Fig. 1: supply network
Bar = 20 um. Pins as bars on the die edge.
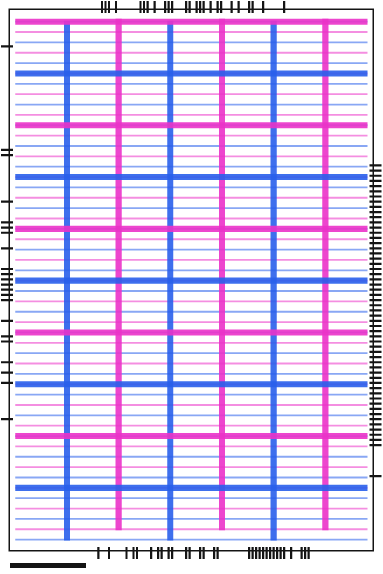
Fig. 2: placed cells, one color a class
Bar = 20 um.
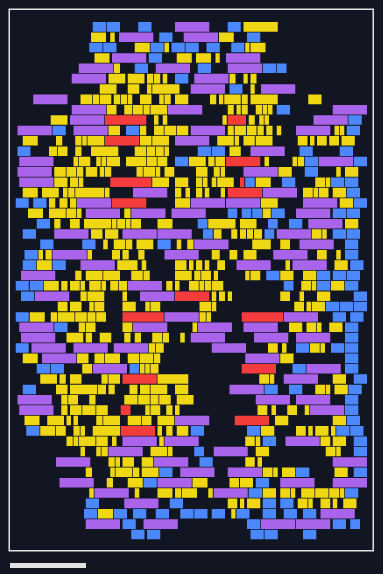
Fig. 3: clock distribution
Bar = 20 um.
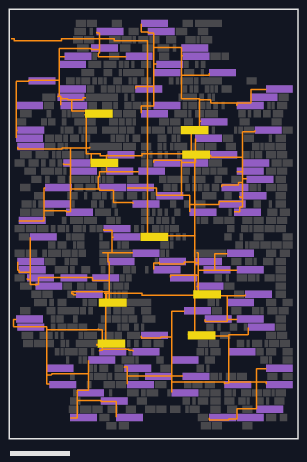
Fig. 4: wiring by layer
Two of the layers only.
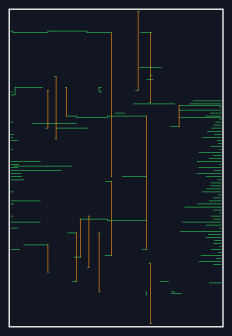
Fig. 5: placed standard cells
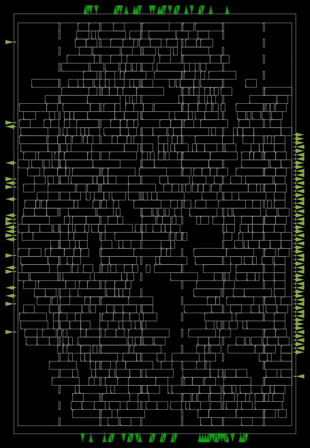
--- src/rtl/mul_pkg.sv ---
// Shared types and sizing helpers for the shift-add multiplier controller.
package mul_pkg;

  typedef enum logic [1:0] {
    IDLE = 2'b00,
    EXEC = 2'b01,
    DONE = 2'b10
  } mul_state_t;

  // Iteration counter width: holds 0..WIDTH.
  function automatic int unsigned cnt_width(input int unsigned width);
    return $clog2(width) + 1;
  endfunction

endpackage

--- src/rtl/cla_add.sv ---
// WIDTH-bit carry-lookahead adder: 4-bit lookahead groups, group carries rippled.
module cla_add #(
  parameter int unsigned WIDTH = 32
) (
  input  logic [WIDTH-1:0] a,
  input  logic [WIDTH-1:0] b,
  input  logic             ci,
  output logic [WIDTH-1:0] sum,
  output logic             co
);

  localparam int unsigned NumGrp = (WIDTH + 3) / 4;
  localparam int unsigned PadW   = NumGrp * 4;

  logic [PadW-1:0] w_a;
  logic [PadW-1:0] w_b;
  logic [PadW-1:0] w_g;
  logic [PadW-1:0] w_p;
  logic [PadW:0]   w_c;

  assign w_a = PadW'(a);
  assign w_b = PadW'(b);
  assign w_g = w_a & w_b;
  assign w_p = w_a ^ w_b;

  // Each group's internal carries look ahead from the group carry-in only.
  always_comb begin
    w_c    = '0;
    w_c[0] = ci;
    for (int k = 0; k < NumGrp; k++) begin
      w_c[4*k+1] = w_g[4*k] | (w_p[4*k] & w_c[4*k]);
      w_c[4*k+2] = w_g[4*k+1] | (w_p[4*k+1] & w_g[4*k])
                 | (w_p[4*k+1] & w_p[4*k] & w_c[4*k]);
      w_c[4*k+3] = w_g[4*k+2] | (w_p[4*k+2] & w_g[4*k+1])
                 | (w_p[4*k+2] & w_p[4*k+1] & w_g[4*k])
                 | (w_p[4*k+2] & w_p[4*k+1] & w_p[4*k] & w_c[4*k]);
      w_c[4*k+4] = w_g[4*k+3] | (w_p[4*k+3] & w_g[4*k+2])
                 | (w_p[4*k+3] & w_p[4*k+2] & w_g[4*k+1])
                 | (w_p[4*k+3] & w_p[4*k+2] & w_p[4*k+1] & w_g[4*k])
                 | (w_p[4*k+3] & w_p[4*k+2] & w_p[4*k+1] & w_p[4*k] & w_c[4*k]);
    end
  end

  assign sum = w_p[WIDTH-1:0] ^ w_c[WIDTH-1:0];
  assign co  = w_c[WIDTH];

endmodule

--- src/rtl/mul_ctrl.sv ---
// Sequential shift-add unsigned multiplier, one iteration per clock.
// Optional MUL_ZERO_SKIP_EN: zero operands complete in a single edge.
module mul_ctrl
  import mul_pkg::*;
#(
  parameter int unsigned WIDTH = 32
) (
  input  logic               clk,
  input  logic               reset_n,
  input  logic               op_start,
  input  logic               op_clear,
  input  logic [WIDTH-1:0]   multiplicand,
  input  logic [WIDTH-1:0]   multiplier,
  output logic [2*WIDTH-1:0] result,
  output logic               busy,
  output logic               op_done
);

  localparam int unsigned CntW = cnt_width(WIDTH);

  mul_state_t         r_state;
  mul_state_t         w_state_d;
  logic [2*WIDTH-1:0] r_acc;
  logic [WIDTH-1:0]   r_mcand;
  logic [CntW-1:0]    r_count;

  logic [WIDTH-1:0]   w_sum;
  logic               w_co;
  logic [2*WIDTH-1:0] w_acc_step;
  logic               w_last;
  logic               w_zero_op;

`ifdef MUL_ZERO_SKIP_EN
  assign w_zero_op = (multiplicand == '0) || (multiplier == '0);
`else
  assign w_zero_op = 1'b0;
`endif

  cla_add #(
    .WIDTH(WIDTH)
  ) u_add (
    .a  (r_acc[2*WIDTH-1:WIDTH]),
    .b  (r_mcand),
    .ci (1'b0),
    .sum(w_sum),
    .co (w_co)
  );

  // Adder carry lands in the top bit so a full-scale square stays exact.
  assign w_acc_step = r_acc[0] ? {w_co, w_sum, r_acc[WIDTH-1:1]}
                               : {1'b0, r_acc[2*WIDTH-1:1]};
  assign w_last     = (r_count == CntW'(WIDTH - 1));

  always_ff @(posedge clk or negedge reset_n) begin
    if (!reset_n) begin
      r_state <= IDLE;
    end else begin
      r_state <= w_state_d;
    end
  end

  always_comb begin
    w_state_d = r_state;
    case (r_state)
      IDLE, DONE: begin
        if (op_clear)      w_state_d = IDLE;
        else if (op_start) w_state_d = w_zero_op ? DONE : EXEC;
      end
      EXEC: begin
        if (op_clear)    w_state_d = IDLE;
        else if (w_last) w_state_d = DONE;
      end
      default: w_state_d = IDLE;
    endcase
  end

  always_comb begin
    busy    = (r_state == EXEC);
    op_done = (r_state == DONE);
    result  = r_acc;
  end

  always_ff @(posedge clk or negedge reset_n) begin
    if (!reset_n) begin
      r_acc   <= '0;
      r_mcand <= '0;
      r_count <= '0;
    end else if (op_clear) begin
      r_acc   <= '0;
      r_count <= '0;
    end else begin
      case (r_state)
        IDLE, DONE: begin
          if (op_start) begin
            r_mcand <= multiplicand;
            r_acc   <= w_zero_op ? '0 : {{WIDTH{1'b0}}, multiplier};
            r_count <= '0;
          end
        end
        EXEC: begin
          r_acc   <= w_acc_step;
          r_count <= r_count + CntW'(1);
        end
        default: ;
      endcase
    end
  end

endmodule

--- config.mk ---
export PLATFORM = sky130hd
export DESIGN_NAME = mul_ctrl
export DESIGN_NICKNAME = d
export VERILOG_FILES = /design/src/rtl/mul_pkg.sv /design/src/rtl/cla_add.sv /design/src/rtl/mul_ctrl.sv
export SDC_FILE = /design/constraint.sdc
export NUM_CORES = 1
export LEC_CHECK = 0
export CAP_MARGIN = 20
export CORE_ASPECT_RATIO = 1.5
export CORE_UTILIZATION = 45
export CTS_CLUSTER_SIZE = 40
export DETAILED_ROUTE_END_ITERATION = 8
export HOLD_SLACK_MARGIN = 0.08
export PLACE_DENSITY = 0.74
export SLEW_MARGIN = 20
export SYNTH_ARGS = -nofsm -noshare
export SYNTH_HDL_FRONTEND = slang
export SYNTH_SLANG_ARGS = --single-unit
--- constraint.sdc ---
create_clock -name clk -period 3.5 [get_ports clk]
set_input_delay 0.35 -clock clk [delete_from_list [all_inputs] [get_ports clk]]
set_output_delay 0.35 -clock clk [all_outputs]
set_load 0.03 [all_outputs]
==> flow_metrics.env <==
# source this file to load flow results
export IMPL_critical_path_buf_inv_count=0
export IMPL_grt_pass1_vias=4904
export IMPL_antenna_found_initial=0
export IMPL_dpl_hpwl_um=10500
export IMPL_syn_area_um2=5862
export IMPL_cts_sinks=104
export IMPL_clk_pin_slew_worst_paths_ns=0.07
export IMPL_cts_max_path_buffers=2
export IMPL_die_h_um=141.8
export IMPL_ys_cells=569
export IMPL_leakage_nw=3.351
export IMPL_status="complete, no violations"
export IMPL_r2r_setup_slack_ns=0.16
export IMPL_route_detailed_drc=0
export IMPL_vdd_ir_drop_max_v=0.0002545
export IMPL_edf_count=0
export IMPL_fin_crit_sh_pct=95.44
export IMPL_endpoint_kind="flip-flop"
export IMPL_slowest_delay_ns=0.48
export IMPL_syn_inst=569
export IMPL_grt_pass1_wl_um=23180
export IMPL_final_antenna_net_count=0
export IMPL_final_max_slew_violation_count=0
export IMPL_grt_max_degree=75
export IMPL_yosysTopAreaCellShare_pct=44.40
export IMPL_ctsHoldBuffers=0
export IMPL_die_area_um2=13500
export IMPL_portBuffers=133
export IMPL_timing_fmax_mhz=299.4
export IMPL_fin_hold_ws_ns=0.1130
export IMPL_warnings=26
export IMPL_syn_avg_cell_area_um2=10.30
export IMPL_aoi_share_pct=18.01
export IMPL_yosys_mux_area_fraction_pct=12.04
export IMPL_simple_gate_share_pct=9.114
export IMPL_core_area_um2=12570
export IMPL_seq_area_frac_synth_pct=44.40
export IMPL_fp_util_pct=46.62
export IMPL_wl_per_cell_um=17.06
export IMPL_cp_required_ns=3.79
export IMPL_yosys_area_top_type="dfrtp_1"
export IMPL_reg2reg_to="result[59]"
export IMPL_min_period_ns=3.340
export IMPL_p_per_area_nw_per_um2=492.8
Notes on Fig. 1 above:
| color | net |
|---|---|
| blue | VSS |
| magenta | VDD |
met4 straps: 6
met1 rails: 51
rows: 50
signal pins: 134
met5 straps: 10

Notes on Fig. 2 above:
| color | class | cells | share of their area |
|---|---|---|---|
| blue | remaining buffers and delay cells | 145 | 19% |
| yellow | remaining logic cells | 434 | 42% |
| purple | registers | 104 | 34% |
| red | clock drivers and dummy loads | 16 | 4.9% |
fin util: 61.78%
row count: 50
Seq/total area: 33.50%
Final Instance Area: 7769 um2

Notes on Fig. 3 above:
[orange] clock wires | length: 1,330 um
[yellow] clock-net drivers | count: 9
[purple] flip-flops | count: 104
flops lie: spread over the die

Notes on Fig. 4 above:
| color | layer | wire length |
|---|---|---|
| green | M3 | 765 um |
| orange | M4 | 420 um |

Notes on Fig. 5 above:
TAP cells: 156
seq_cells: 104
fillers: 1,034

[per-stage QoR]
step / setup WS (ns) / utilization, % / area (um2)
4_1_cts: 0.01613 / 61.55 / 7740
3_5_place_dp: 0.06206 / 58.61 / 7370
5_1_grt: 0.003173 / 61.78 / 7769
3_3_place_gp: 0.1745 / 58.61 / 7370
6_report: 0.1597 / 61.78 / 7769
2_1_floorplan: 0.2097 / - / 5862
[registers in the layout, indices dropped and copies added, names as in the netlist]
name	flops
result	64
r_mcand	32
r_count	6
r_state	2
[power by group]
part	switching [mW]	internal, mW	leakage [nW]	total, mW
logic	0.615	0.503	1.82	1.12
clock network	0.446	0.792	0.176	1.24
registers	0.117	1.36	1.35	1.47
total	1.18	2.65	3.35	3.83
[layout make-up]
cell class	instances	area, um2
clock buffer	11	242.7
sequential	104	2603
inverter	24	90.09
timing repair buffer	145	1419
multi-input combinational	410	3092
tap	156	195.2
clock inverter	5	127.6
fill	1034	4806
[per-layer routing]
metal	global-route usage (%)	wire, um
met1	23.85	5577
met4	10.13	419
met2	41.24	7821
met5	0	0
met3	3.966	764
[cell families after synthesis]
logic type,after synthesis
AOI/OAI and AO/OA,159
and+or+nand+nor,122
DFF,104
muxes,67
buffers and inverters,55
adders and majority gates,41
xor gates and xnor gates,21
[synthesized netlist by cell type (all sizes together), types with 3 or more instances]
library cell  instances
dfrtp               104
nand2                67
o21ai                47
mux2i                42
ha                   33
o31ai                33
clkbuf               31
a21oi                29
mux2                 25
inv                  24
nor2                 24
a21o                 12
xor2                 12
nor2b                10
xnor2                 9
fa                    8
a22o                  7
a22oi                 7
nand2b                5
o21bai                5
nand3                 4
a211oi                3
a31oi                 3
a32oi                 3
and3                  3
nor3                  3
Power and IR drop assume default switching activity.
